<file path="src/rtl/pipelined_barrel_shifter_if.sv">
// Handshake bundle for pipelined_barrel_shifter: operand/ctrl/tag in, result/tag/zero out.
interface pipelined_barrel_shifter_if #(
    parameter int unsigned WIDTH = 32,
    parameter int unsigned TAG_W = 5
);
    localparam int unsigned SHAMT_W = $clog2(WIDTH);

    logic               in_valid;
    logic               in_ready;
    logic [WIDTH-1:0]   data_input;
    logic [SHAMT_W-1:0] ctrl_shiftamt;
    logic [1:0]         ctrl_shiftop;
    logic [TAG_W-1:0]   in_tag;
    logic               out_valid;
    logic               out_ready;
    logic [WIDTH-1:0]   data_result;
    logic [TAG_W-1:0]   out_tag;
    logic               out_zero;

    modport master (
        output in_valid, data_input, ctrl_shiftamt, ctrl_shiftop, in_tag, out_ready,
        input  in_ready, out_valid, data_result, out_tag, out_zero
    );

    modport slave (
        input  in_valid, data_input, ctrl_shiftamt, ctrl_shiftop, in_tag, out_ready,
        output in_ready, out_valid, data_result, out_tag, out_zero
    );
endinterface

</file>
<file path="src/rtl/pipelined_barrel_shifter.sv">
// Pipelined SLL/SRL/SRA barrel shifter, one stage per shift-amount bit, valid/ready at both ends.
// Define SHIFTER_ROTATE_EN to make op 2'b11 a rotate right; otherwise 2'b11 passes data through.
module pipelined_barrel_shifter #(
    parameter int unsigned WIDTH = 32,
    parameter int unsigned TAG_W = 5
) (
    input logic                        clock,
    input logic                        reset,
    pipelined_barrel_shifter_if.slave  bus
);
    localparam int unsigned SHAMT_W = $clog2(WIDTH);
    localparam int unsigned LAST    = SHAMT_W - 1;

    typedef enum logic [1:0] {
        OP_SLL = 2'b00,
        OP_SRL = 2'b01,
        OP_SRA = 2'b10,
        OP_ROR = 2'b11
    } shift_op_e;

    logic [WIDTH-1:0]   data_q  [SHAMT_W];
    logic [TAG_W-1:0]   tag_q   [SHAMT_W];
    shift_op_e          op_q    [SHAMT_W];
    logic [SHAMT_W-1:0] shamt_q [SHAMT_W];
    logic               sign_q  [SHAMT_W];
    logic [SHAMT_W-1:0] valid_q;
    logic [SHAMT_W-1:0] adv;

    logic [WIDTH-1:0]   src_data  [SHAMT_W];
    logic [TAG_W-1:0]   src_tag   [SHAMT_W];
    shift_op_e          src_op    [SHAMT_W];
    logic [SHAMT_W-1:0] src_shamt [SHAMT_W];
    logic               src_sign  [SHAMT_W];
    logic               src_valid [SHAMT_W];
    logic [WIDTH-1:0]   nxt_data  [SHAMT_W];

    // SRA fill comes from the sign captured at S0, not the current MSB of the partial result.
    function automatic logic [WIDTH-1:0] shift_step(
        input logic [WIDTH-1:0] d,
        input shift_op_e        op,
        input logic             sign,
        input int unsigned      amt
    );
        logic [WIDTH-1:0] ones;
        logic [WIDTH-1:0] fill;
        ones = '1;
        fill = sign ? ~(ones >> amt) : '0;
        case (op)
            OP_SLL:  shift_step = d << amt;
            OP_SRL:  shift_step = d >> amt;
            OP_SRA:  shift_step = fill | (d >> amt);
`ifdef SHIFTER_ROTATE_EN
            OP_ROR:  shift_step = (d >> amt) | (d << (WIDTH - amt));
`else
            OP_ROR:  shift_step = d;
`endif
            default: shift_step = d;
        endcase
    endfunction

    always_comb begin
        src_valid[0] = bus.in_valid;
        src_data[0]  = bus.data_input;
        src_tag[0]   = bus.in_tag;
        src_op[0]    = shift_op_e'(bus.ctrl_shiftop);
        src_shamt[0] = bus.ctrl_shiftamt;
        src_sign[0]  = bus.data_input[WIDTH-1];
        for (int unsigned k = 1; k < SHAMT_W; k++) begin
            src_valid[k] = valid_q[k-1];
            src_data[k]  = data_q[k-1];
            src_tag[k]   = tag_q[k-1];
            src_op[k]    = op_q[k-1];
            src_shamt[k] = shamt_q[k-1];
            src_sign[k]  = sign_q[k-1];
        end
        for (int unsigned k = 0; k < SHAMT_W; k++) begin
            nxt_data[k] = src_shamt[k][k]
                        ? shift_step(src_data[k], src_op[k], src_sign[k], 32'd1 << k)
                        : src_data[k];
        end
    end

    // Ready ripples from the output back to S0 so empty stages fill behind a stall.
    always_comb begin
        adv       = '0;
        adv[LAST] = bus.out_ready || !valid_q[LAST];
        for (int unsigned i = 1; i < SHAMT_W; i++) begin
            adv[LAST-i] = !valid_q[LAST-i] || adv[LAST-i+1];
        end
    end

    always_ff @(posedge clock) begin
        if (reset) begin
            valid_q <= '0;
            for (int unsigned k = 0; k < SHAMT_W; k++) begin
                data_q[k]  <= '0;
                tag_q[k]   <= '0;
                op_q[k]    <= OP_SLL;
                shamt_q[k] <= '0;
                sign_q[k]  <= 1'b0;
            end
        end else begin
            for (int unsigned k = 0; k < SHAMT_W; k++) begin
                if (adv[k]) begin
                    valid_q[k] <= src_valid[k];
                    if (src_valid[k]) begin
                        data_q[k]  <= nxt_data[k];
                        tag_q[k]   <= src_tag[k];
                        op_q[k]    <= src_op[k];
                        shamt_q[k] <= src_shamt[k];
                        sign_q[k]  <= src_sign[k];
                    end
                end
            end
        end
    end

    assign bus.in_ready    = adv[0];
    assign bus.out_valid   = valid_q[LAST];
    assign bus.data_result = data_q[LAST];
    assign bus.out_tag     = tag_q[LAST];
    assign bus.out_zero    = valid_q[LAST] && (data_q[LAST] == '0);
endmodule

</file>
<file path="src/flat_wrapper.sv">
// flat-port wrapper written by rule: the top's interface ports become plain ports
module pipelined_barrel_shifter_flat 
#(
    parameter int unsigned WIDTH = 32,
    parameter int unsigned TAG_W = 5
)
  (clock, reset, bus_in_valid, bus_data_input, bus_ctrl_shiftamt, bus_ctrl_shiftop, bus_in_tag, bus_out_ready, bus_in_ready, bus_out_valid, bus_data_result, bus_out_tag, bus_out_zero);
  pipelined_barrel_shifter_if #(.WIDTH(WIDTH), .TAG_W(TAG_W)) bus_i ();
  input logic clock;
  input logic reset;
  input wire logic [$bits(bus_i.in_valid)-1:0] bus_in_valid;
  input wire logic [$bits(bus_i.data_input)-1:0] bus_data_input;
  input wire logic [$bits(bus_i.ctrl_shiftamt)-1:0] bus_ctrl_shiftamt;
  input wire logic [$bits(bus_i.ctrl_shiftop)-1:0] bus_ctrl_shiftop;
  input wire logic [$bits(bus_i.in_tag)-1:0] bus_in_tag;
  input wire logic [$bits(bus_i.out_ready)-1:0] bus_out_ready;
  output wire logic [$bits(bus_i.in_ready)-1:0] bus_in_ready;
  output wire logic [$bits(bus_i.out_valid)-1:0] bus_out_valid;
  output wire logic [$bits(bus_i.data_result)-1:0] bus_data_result;
  output wire logic [$bits(bus_i.out_tag)-1:0] bus_out_tag;
  output wire logic [$bits(bus_i.out_zero)-1:0] bus_out_zero;
  assign bus_i.in_valid = bus_in_valid;
  assign bus_i.data_input = bus_data_input;
  assign bus_i.ctrl_shiftamt = bus_ctrl_shiftamt;
  assign bus_i.ctrl_shiftop = bus_ctrl_shiftop;
  assign bus_i.in_tag = bus_in_tag;
  assign bus_i.out_ready = bus_out_ready;
  assign bus_in_ready = bus_i.in_ready;
  assign bus_out_valid = bus_i.out_valid;
  assign bus_data_result = bus_i.data_result;
  assign bus_out_tag = bus_i.out_tag;
  assign bus_out_zero = bus_i.out_zero;
  pipelined_barrel_shifter #(.WIDTH(WIDTH), .TAG_W(TAG_W)) u_core (.clock(clock), .reset(reset), .bus(bus_i));
endmodule
</file>
<file path="config.mk">
export PLATFORM = sky130hd
export DESIGN_NAME = pipelined_barrel_shifter_flat
export DESIGN_NICKNAME = d
export VERILOG_FILES = /design/src/rtl/pipelined_barrel_shifter_if.sv /design/src/rtl/pipelined_barrel_shifter.sv /design/src/flat_wrapper.sv
export SDC_FILE = /design/constraint.sdc
export NUM_CORES = 1
export LEC_CHECK = 0
export ABC_AREA = 1
export CAP_MARGIN = 20
export CORE_ASPECT_RATIO = 1.25
export CORE_MARGIN = 2
export CORE_UTILIZATION = 64
export CTS_CLUSTER_SIZE = 25
export DETAILED_ROUTE_END_ITERATION = 8
export PLACE_DENSITY_LB_ADDON = 0.08
export REMOVE_ABC_BUFFERS = 1
export SLEW_MARGIN = 10
export SYNTH_ARGS = -nofsm -noshare
export SYNTH_HDL_FRONTEND = slang
export SYNTH_SLANG_ARGS = --single-unit
</file>
<file path="constraint.sdc">
create_clock -name clock -period 3.5 [get_ports clock]
set_input_delay 0.875 -clock clock [delete_from_list [all_inputs] [get_ports clock]]
set_output_delay 0.875 -clock clock [all_outputs]
set_load 0.01 [all_outputs]
</file>
Figure 1. Sizing map (run 1).
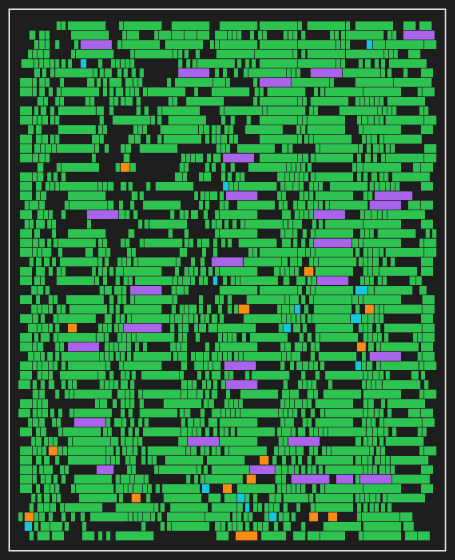
cyan -> _2 cells  # cells 14, share 0.93%
orange -> _3 and _4 cells  # cells 15, share 0.99%
green -> _0 and _1 cells  # cells 1452, share 96%
purple -> _6 and larger  # cells 28, share 1.9%

Figure 2. Cell density map (run 1).
Scale bar: 50 um. The die is cut into 13 by 16 equal tiles; dark blue is low, red is high, 0 to 100% covered.
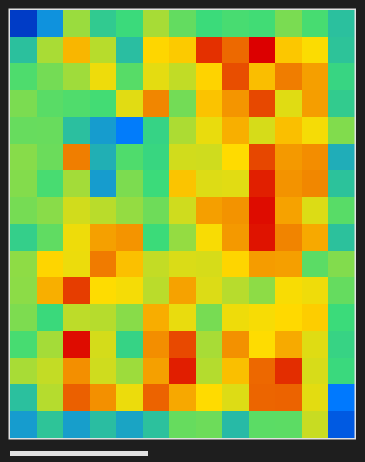
fullest tile = 100%
tiles over 75% full = 33%
emptiest ninth of the die = north-west
mean over tiles = 66%
final core utilization: 72.9%
Core Box Area: 18000 um2
fp_density: 65.2%

Figure 3. Cell classes on the final placement (run 1).
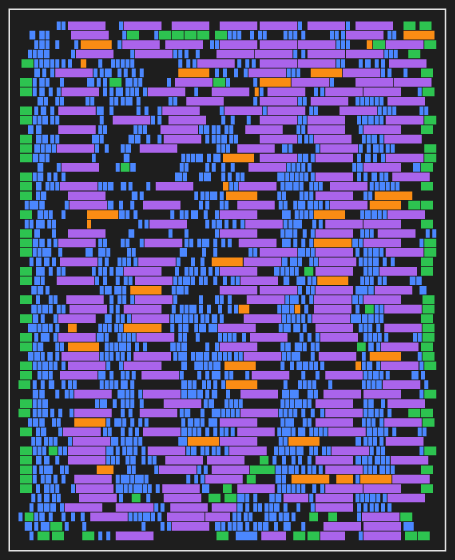
orange -> clock drivers and dummy loads  # cells 36
green -> remaining buffers and delay cells  # cells 100
blue -> combinational and other logic  # cells 1161
purple -> sequential cells  # cells 212

Figure 4. Routing congestion (run 1).
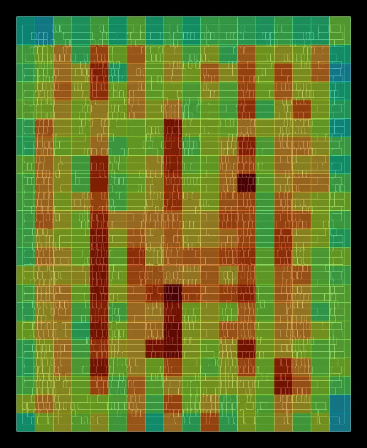
met3 Usage GRT: 2.58%
layer with the highest usage: met2
Global Route met2 Usage: 46.2%

==> results.py, run 1 <==
# Physical implementation metrics
metrics = {
    "critical_path": {
        "r2r_setup_slack_ns": 0.92,
        "cp_slowest_stage_delay_ns": 0.50,
        "critPathLaunchType": "primary input",
        "slowest_stage": "clkdlybuf4s50_1",
        "endpoint_kind": "output port",
        "crit_chain": "clkdlybuf4s50_1 > inv_1 > nand3_1 > nor2_2 > nand3_1 > clkdlybuf4s50_1",
        "critPathKind": "primary input to output port",
        "cp_max_fo": 3,
    },
    "final_layout": {
        "diodes": 0,
        "nNetsFinal": 1544,
        "drive_gt1_share_pct": 3.78,
        "syn_to_final_growth_pct": 11.9,
        "fillCellCount": 1393,
    },
    "grt": {
        "grt_pass1_wl_mm": 36.6,
        "grt_max_degree": 208,
        "grt.overflow.total": 0,
        "antenna_found_initial": 0,
        "grt_pass1_vias": 8162,
        "grt.total_usage_pct": 22.8,
    },
    "clock_network": {
        "cts_tree": "built",
        "clock-sinks": 212,
        "cts_root_buf": "clkbuf_16",
        "ctsResizeCount": 0,
        "cts_buffer_depth": 3,
        "cts_buffers": 21,
        "clk_latency_ns": 0.49,
        "htree_num_levels": 1,
        "cts_hold_buf": 0,
        "cts.clk_slew.worst_paths_ns": 0.06,
    },
    "synth": {
        "synth.area.top_cells": "edfxtp_1 (53%), nand2_1 (13%), inv_1 (10%)",
        "ys_seq_share_pct": 53.8,
        "largest_area_cell": "edfxtp_1",
        "top_area_share_pct": 52.9,
        "ys_cells": 1471,
        "syn_area_um2": 11700,
        "top_cell": "nand2_1",
        "async_flop_share_pct": 0,
        "ys_ff": 212,
        "ys_area_um2": 11700,
        "edf_count": 207,
        "flop_cell": "edfxtp_1",
        "syn_area_per_cell_um2": 7.99,
        "ys_types": 26,
        "ys_warn_count": 0,
        "syn-instance-count": 1471,
    },
    "placement": {
        "port_buffers": 87,
        "dpl.hpwl_mm": 15.4,
    },
    "run": {
        "warnings": 27,
    },
    "sta": {
        "layout_worst_path_cycle_share_pct": 88.5,
        "finalHoldViolCount": 0,
        "finalSetupViolations": 0,
        "maxSlewHeadroom_pct": 36.0,
        "rsz0062_at_grt": "no",
        "finalMaxSlewViolations": 0,
        "worst_slew_pin_slew_ns": 0.955,
        "tns_ns": 0,
        "skew_ns": 0.00858,
        "whs_ns": 0.479,
        "timing.fmax_ghz": 0.323,
    },
    "route": {
        "ant_nets": 0,
        "first_iter_violations": 446,
        "wl_per_cell_um": 12.4,
        "routed_wl_mm": 21.6,
        "viasPerCell": 5.05,
        "drcViolationCount": 0,
        "dr.pass1.iters": 5,
        "num_vias": 8764,
    },
    "pwr": {
        "peakVddDrop_uv": 270,
        "pwr-share-comb_pct": 15.8,
        "p_leak_nw": 6.90,
        "switching_share_pct": 25.5,
        "power_frac_seq_pct": 49.0,
        "pwr-share-clk_pct": 35.2,
        "p_int_w": 0.00492,
        "p_switching_w": 0.00168,
    },
    "worst_hold_path": {
        "hold_path.class": "flop to flop",
    },
    "run_status": {
        "outcome": "finished, final reports clean",
    },
    "floorplanning": {
        "rows": 55,
        "die-area_um2": 19500,
    },
}
run 1: kinds of logic after synthesis:
family | Yosys count | synth area share, %
AND/OR/NAND/NOR | 672 | 22.6
buffers and inverters | 425 | 15.6
flip-flops | 212 | 53.8
AND-OR/OR-AND | 162 | 8.03
run 1: power by group through the flow:
stage	clock, W	sequential [W]	combinational, W
floorplan	0	0.00325	0.000719
global placement	0	0.00327	0.00102
detailed placement	0	0.00328	0.00104
CTS	0.00238	0.00323	0.00105
global route	0.00248	0.00326	0.00121
finish	0.00232	0.00323	0.00105
run 1: cell usage in the layout (no fill, tap or decap), types with 19 or more instances in the layout:
master             n
o211ai_1          25
nand2_1          401
edfxtp_1         207
clkbuf_16         21
o22ai_1           47
nand3_1           54
nor2_1           182
inv_1            324
o21ai_0           67
a21oi_1           19
clkdlybuf4s50_1   87
run 1: worst max-delay path: cells and delay by family:
family / cells / cell delay [ns]
AND/OR/NAND/NOR: 3 / 0.37
buffers and inverters: 3 / 0.98
run 1: routing by layer:
metal	track usage, %	vias to the layer above	wire length [um]
met3	2.58	67	756
met5	0	-	0
met1	22.4	3855	7650
li1	-	4622	-
met2	46.2	220	12100
met4	11.5	0	1040
run 1: metrics by stage:
stage	setup slack [ns]	power [W]	instance area (um2)	utilization, %	cells
floorplan	-0.624	0.00397	11100	-	1373
global placement	0.413	0.00429	12400	68.9	1701
detailed placement	0.407	0.00433	12400	68.9	1701
CTS	0.392	0.00665	13100	72.9	1737
global route	0.258	0.00694	13100	72.9	1737
finish	0.402	0.00660	13100	72.9	1737
run 1: state kept, by name (all words and copies together) (netlist names):
| name | count |
|---|---|
| u_core.data_q | 160 |
| u_core.tag_q | 25 |
| u_core.shamt_q | 10 |
| u_core.op_q | 8 |
| u_core.valid_q | 5 |
| u_core.sign_q | 4 |
run 1: path summary, 6_finish.rpt:
path,from,to,cells after the start
setup / recovery,bus_out_ready,bus_in_ready,6
hold / removal,u_core.valid_q[0]$_SDFFE_PP0N_,u_core.valid_q[1]$_SDFFE_PP0P_,2
setup reg to reg,u_core.op_q[0][3]$_SDFFCE_PN0P_,u_core.data_q[0][69]$_SDFFCE_PN0P_,7
hold reg to reg,u_core.valid_q[0]$_SDFFE_PP0N_,u_core.valid_q[1]$_SDFFE_PP0P_,2
run 1: area by class of cell:
| class | count | area (um2) | share of cell area [%] |
|---|---|---|---|
| repair buffers | 100 | 981 | 7.46 |
| well taps | 228 | 285 | 2.17 |
| multi-input cells | 834 | 3620 | 27.5 |
| flip-flops and latches | 212 | 6320 | 48.0 |
| clock buffers | 24 | 557 | 4.23 |
| inverters | 327 | 1230 | 9.33 |
| clock inverters | 12 | 165 | 1.26 |
==> run 1 -> run 2 <==
GPL_TIMING_DRIVEN = 1   (was unset)
SLEW_MARGIN = 20   (was 10)
==> run 2 against run 1 <==
Setup slack unchanged. Largest cell class unchanged. Sequential share of layout area unchanged. Largest power group unchanged. Clock skew unchanged. Sequential power about the same. Synthesized cell count unchanged.
==> results.py, run 2 <==
# Physical implementation metrics
metrics = {
    "grt": {
        "grt_pass1_wl_mm": 36.6,
        "antenna_found_initial": 0,
        "grt_pass1_vias": 8162,
    },
    "pwr": {
        "peakVddDrop_uv": 270,
        "total_power_w": 0.00660,
        "p_per_area_nw_per_um2": 502,
        "p_leak_nw": 6.90,
    },
    "synth": {
        "async_flop_share_pct": 0,
        "ys_seq_share_pct": 53.8,
        "synth.area.top_cells": "edfxtp_1 (53%), nand2_1 (13%), inv_1 (10%)",
        "ys_warn_count": 0,
        "ys_area_um2": 11700,
        "largest_area_cell": "edfxtp_1",
        "flop_cell": "edfxtp_1",
        "syn_area_um2": 11700,
        "top_area_share_pct": 52.9,
        "ys_types": 26,
        "ys_cells": 1471,
        "ys_ff": 212,
        "syn-instance-count": 1471,
        "top_cell": "nand2_1",
    },
    "critical_path": {
        "r2r_start": "u_core.op_q[0][3]$_SDFFCE_PN0P_",
        "ff2ff_path_depth": 7,
        "r2r_setup_slack_ns": 0.92,
        "cp_max_fo": 3,
        "critPathKind": "primary input to output port",
        "r2r_end": "u_core.data_q[0][69]$_SDFFCE_PN0P_",
        "critPathLaunchType": "primary input",
    },
    "clock_network": {
        "ctsResizeCount": 0,
        "cts_buffers": 21,
        "clk_latency_ns": 0.49,
        "cts.clk_slew.worst_paths_ns": 0.06,
        "cts_root_buf": "clkbuf_16",
        "cts_tree": "built",
        "clock-sinks": 212,
        "htree_num_levels": 1,
        "cts_hold_buf": 0,
        "cts_buffer_depth": 3,
    },
    "route": {
        "dr.pass1.iters": 5,
        "viasPerCell": 5.05,
        "drcViolationCount": 0,
        "first_iter_violations": 446,
        "ant_nets": 0,
    },
    "placement": {
        "post_dp_cell_area_um2": 12400,
        "port_buffers": 87,
        "pre_cts_ws_ns": 0.407,
    },
    "sta": {
        "tns_ns": 0,
        "final.setup.worst_slack_ns": 0.402,
        "whs_ns": 0.479,
        "finalSetupViolations": 0,
        "layout_worst_path_cycle_share_pct": 88.5,
        "maxSlewHeadroom_pct": 36.0,
        "rsz0062_at_grt": "no",
        "worst_slew_pin_slew_ns": 0.955,
        "timing.fmax_ghz": 0.323,
    },
    "worst_hold_path": {
        "worstHoldStart": "u_core.valid_q[0]$_SDFFE_PP0N_",
        "hold_end": "u_core.valid_q[1]$_SDFFE_PP0P_",
        "min_delay_path_depth": 2,
        "hold_path.class": "flop to flop",
    },
    "run": {
        "warnings": 27,
    },
    "floorplanning": {
        "rows": 55,
        "core_area_um2": 18000,
        "fp-utilization_pct": 65.2,
        "die-area_um2": 19500,
        "die_h_um": 155,
    },
    "final_layout": {
        "top_regs": "u_core.data_q x160, u_core.tag_q x25, u_core.shamt_q x10",
        "diodes": 0,
        "drive_gt1_share_pct": 3.78,
        "fillCellCount": 1393,
        "top_register": "u_core.data_q",
        "syn_to_final_growth_pct": 11.9,
        "fin_area_um2": 13100,
        "mostFrequentLayoutCell": "nand2_1",
        "final_cell_mix": "nand2_1 (401), inv_1 (324), edfxtp_1 (207)",
        "nNetsFinal": 1544,
        "largest_reg_flops": 160,
    },
    "run_status": {
        "outcome": "finished, final reports clean",
    },
}
==> run 2: cell type report <==
cell class | count | area [um2] | share of cell area, %
clock buffers | 24 | 557 | 4.23
clock inverters | 12 | 165 | 1.26
inverters | 327 | 1230 | 9.33
multi-input cells | 834 | 3620 | 27.5
flip-flops and latches | 212 | 6320 | 48.0
well taps | 228 | 285 | 2.17
repair buffers | 100 | 981 | 7.46
==> run 2: per-stage QoR <==
stage,instances,util [%]
after floorplan,1373,-
after global placement,1701,68.9
after detailed placement,1701,68.9
after CTS,1737,72.9
after global routing,1737,72.9
final,1737,72.9
==> run 2: cell families (layout without fill, tap and decap cells) <==
group	Yosys count	in the layout	share of synthesized area, %
DFF	212	212	53.8
AOI/OAI and AO/OA	162	162	8.03
buffers and inverters	425	463	15.6
and+or+nand+nor	672	672	22.6
==> run 2: worst max path at each step <==
stage                     cells after the start  slack, ns                                 from                           endpoint
after floorplan                               8      -0.62                        bus_out_ready  u_core.data_q[0][0]$_SDFFCE_PN0P_
after global placement                        6       0.41                        bus_out_ready                       bus_in_ready
after detailed placement                      6       0.41                        bus_out_ready                       bus_in_ready
after CTS                                     4       0.39  u_core.data_q[0][129]$_SDFFCE_PN0P_                       bus_out_zero
after global routing                          4       0.26  u_core.data_q[0][129]$_SDFFCE_PN0P_                       bus_out_zero
final                                         6       0.40                        bus_out_ready                       bus_in_ready
==> run 2: per-layer routing <==
metal | part of all wire (%) | vias up | global-route usage, %
met4 | 4.8 | 0 | 11.5
met3 | 3.5 | 67 | 2.58
li1 | - | 4622 | -
met1 | 35 | 3855 | 22.4
met2 | 56 | 220 | 46.2
met5 | 0 | - | 0
==> run 2: power by group <==
group | switching [W] | internal, W | leakage (nW)
clock network | 0.000890 | 0.00143 | 0.356
logic | 0.000648 | 0.000398 | 4.35
registers | 0.000145 | 0.00309 | 2.19
==> run 2: worst max-delay path, stage by stage <==
cell	delay [ns]
clkdlybuf4s50_1	0.40
inv_1	0.08
nand3_1	0.12
nor2_2	0.13
nand3_1	0.12
clkdlybuf4s50_1	0.50
Figure 5. Routing congestion (run 2).
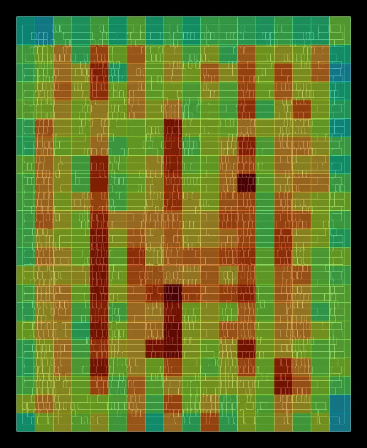
WL/cell: 12.4 um
GR Util All Layers: 22.8%
met1 usage: 22.4%

Figure 6. Wiring heat map (run 2).
Scale bar: 50 um. The die is cut into 25 by 31 equal tiles; dark blue is low, red is high, scaled to the fullest tile. Values are wire area over tile area, all layers added.
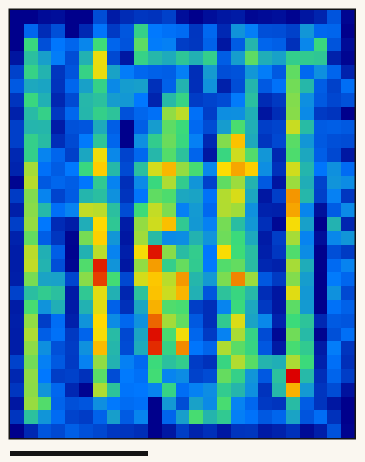
mean over tiles = 0.18
nearly empty tiles = 4.8%
densest ninth of the die = centre
tiles over half the peak = 18%
WL final: 21.6 mm
via count: 8764

==> run 2 -> run 3 <==
GPL_ROUTABILITY_DRIVEN = 0   (was unset)
Figure 7. Wiring heat map (run 3).
Scale bar: 50 um. The die is cut into 25 by 31 equal tiles; dark blue is low, red is high, scaled to the fullest tile. Values are wire area over tile area, all layers added.
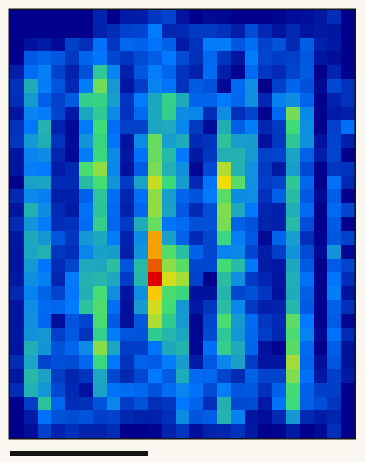
emptiest ninth of the die = north-east
mean over tiles = 0.17
densest ninth of the die = centre
fullest tile = 0.84
tiles over half the peak = 5.9%
nearly empty tiles = 9.5%

==> run 3 against run 2 <==
Core utilization fell by 0.44 points. Wire length fell by 4.8%. Cell count did not move. Largest power group unchanged. Sequential power barely moved. Non-clock buffer count did not move. Sequential cell count did not move. Global-route usage fell by 1.5 points.
==> results.py, run 3 <==
# Physical implementation metrics
metrics = {
    "run_status": {
        "outcome": "finished, final reports clean",
    },
    "placement": {
        "port_buffers": 87,
        "post_dp_cell_area_um2": 12400,
        "dpl.cell_count": 1701,
    },
    "route": {
        "dr.pass1.iters": 5,
        "wl_per_cell_um": 11.8,
        "viasPerCell": 5.05,
    },
    "synth": {
        "ys_area_um2": 11700,
        "largest_area_cell": "edfxtp_1",
        "ys_seq_share_pct": 53.8,
        "syn-instance-count": 1471,
        "top_cell": "nand2_1",
        "synth.area.top_cells": "edfxtp_1 (53%), nand2_1 (13%), inv_1 (10%)",
        "ys_types": 26,
        "async_flop_share_pct": 0,
    },
    "floorplanning": {
        "die_h_um": 155,
        "die-area_um2": 19500,
        "core_area_um2": 18000,
        "fp-utilization_pct": 65.2,
    },
    "clock_network": {
        "cts_buffer_depth": 3,
        "ctsResizeCount": 0,
        "cts_tree": "built",
        "clk_latency_ns": 0.49,
        "cts.clk_slew.worst_paths_ns": 0.07,
    },
    "final_layout": {
        "layout.cells.non_filler": 1737,
        "top_regs": "u_core.data_q x160, u_core.tag_q x25, u_core.shamt_q x10",
        "final_cell_mix": "nand2_1 (401), inv_1 (324), edfxtp_1 (207)",
        "drive_gt1_share_pct": 3.58,
        "largest_reg_flops": 160,
        "syn_to_final_growth_pct": 11.2,
        "fin_area_um2": 13100,
    },
    "critical_path": {
        "r2r_start": "u_core.op_q[0][5]$_SDFFCE_PN0P_",
        "cp_slowest_stage_delay_ns": 0.51,
        "r2r_end": "u_core.data_q[0][116]$_SDFFCE_PN0P_",
        "crit_chain": "clkdlybuf4s50_1 > inv_1 > nand3_1 > nor2_2 > nand3_1 > clkdlybuf4s50_1",
    },
    "pwr": {
        "p_int_w": 0.00469,
        "p_switching_w": 0.00167,
    },
    "run": {
        "warnings": 27,
    },
    "sta": {
        "maxSlewHeadroom_pct": 38.0,
        "rsz0062_at_grt": "no",
    },
}
Figure 8. Sizing map (run 3).
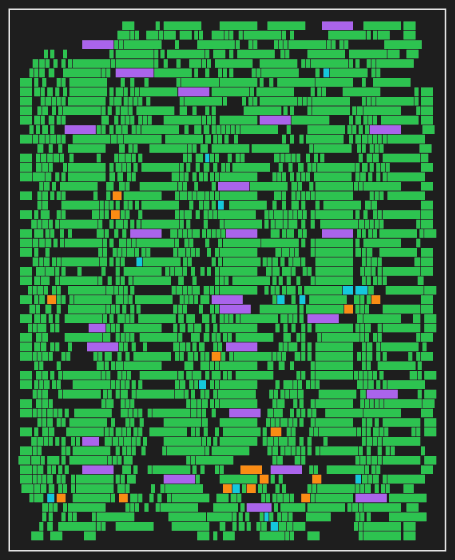
orange -> _3 and _4 cells  # cells 15, share 0.99%
cyan -> _2 cells  # cells 14, share 0.93%
green -> _0 and _1 cells  # cells 1455, share 96%
purple -> _6 and larger  # cells 25, share 1.7%

[run 3: cell counts after synthesis]
No cell type changed its count.
[run 3: stage by stage]
| stage | util (%) | setup WS (ns) | hold WS [ns] |
|---|---|---|---|
| 4_1_cts | 72.5 | 0.363 | 0.486 |
| 6_report | 72.5 | 0.368 | 0.486 |
| 3_5_place_dp | 68.9 | 0.364 | 0.477 |
| 2_1_floorplan | - | -0.624 | 0.445 |
| 3_3_place_gp | 68.9 | 0.422 | 0.467 |
| 5_1_grt | 72.5 | 0.227 | 0.519 |
[run 3: area by class of cell]
cell class,instances,area [um2]
sequential,212,6320
fill,1376,4960
multi-input combinational,834,3620
inverter,327,1230
timing repair buffer,100,981
clock buffer,24,557
tap,228,285
clock inverter,12,86.3
[run 3: cells by family after synthesis]
group	synth area share (%)
compound gates	8.03
buf+inv	15.6
flops	53.8
simple gates	22.6
[run 3: how the worst max path moves through the flow]
stage,startpoint,endpoint,slack [ns],depth (start not counted)
5_1_grt,bus_out_ready,bus_in_ready,0.23,6
3_5_place_dp,bus_ctrl_shiftop[1],u_core.data_q[0][4]$_SDFFCE_PN0P_,0.36,10
6_report,bus_out_ready,bus_in_ready,0.37,6
3_3_place_gp,bus_out_ready,bus_in_ready,0.42,6
2_1_floorplan,bus_out_ready,u_core.data_q[0][0]$_SDFFCE_PN0P_,-0.62,8
4_1_cts,bus_out_ready,bus_in_ready,0.36,6
[run 3: worst max-delay path, delay by kind of cell]
kind	cells	cell delay, ns
buf+inv	3	0.99
simple gates	3	0.39
[run 3: routing by layer]
metal / vias up / wire length (um) / global-route usage [%]
met4: 0 / 1010 / 10.9
met5: - / 0 / 0
met2: 229 / 11500 / 43.3
met1: 3847 / 7380 / 20.8
li1: 4616 / - / -
met3: 74 / 675 / 2.10
[run 3: power by group through the flow]
stage	Combinational, W	Sequential [W]	Clock (W)
floorplan	0.000719	0.00325	0
global placement	0.00101	0.00327	0
detailed placement	0.00103	0.00328	0
CTS	0.00104	0.00323	0.00213
global route	0.00119	0.00326	0.00222
finish	0.00104	0.00323	0.00209
Power figures rest on the tool's default switching activity, not on a simulated workload.
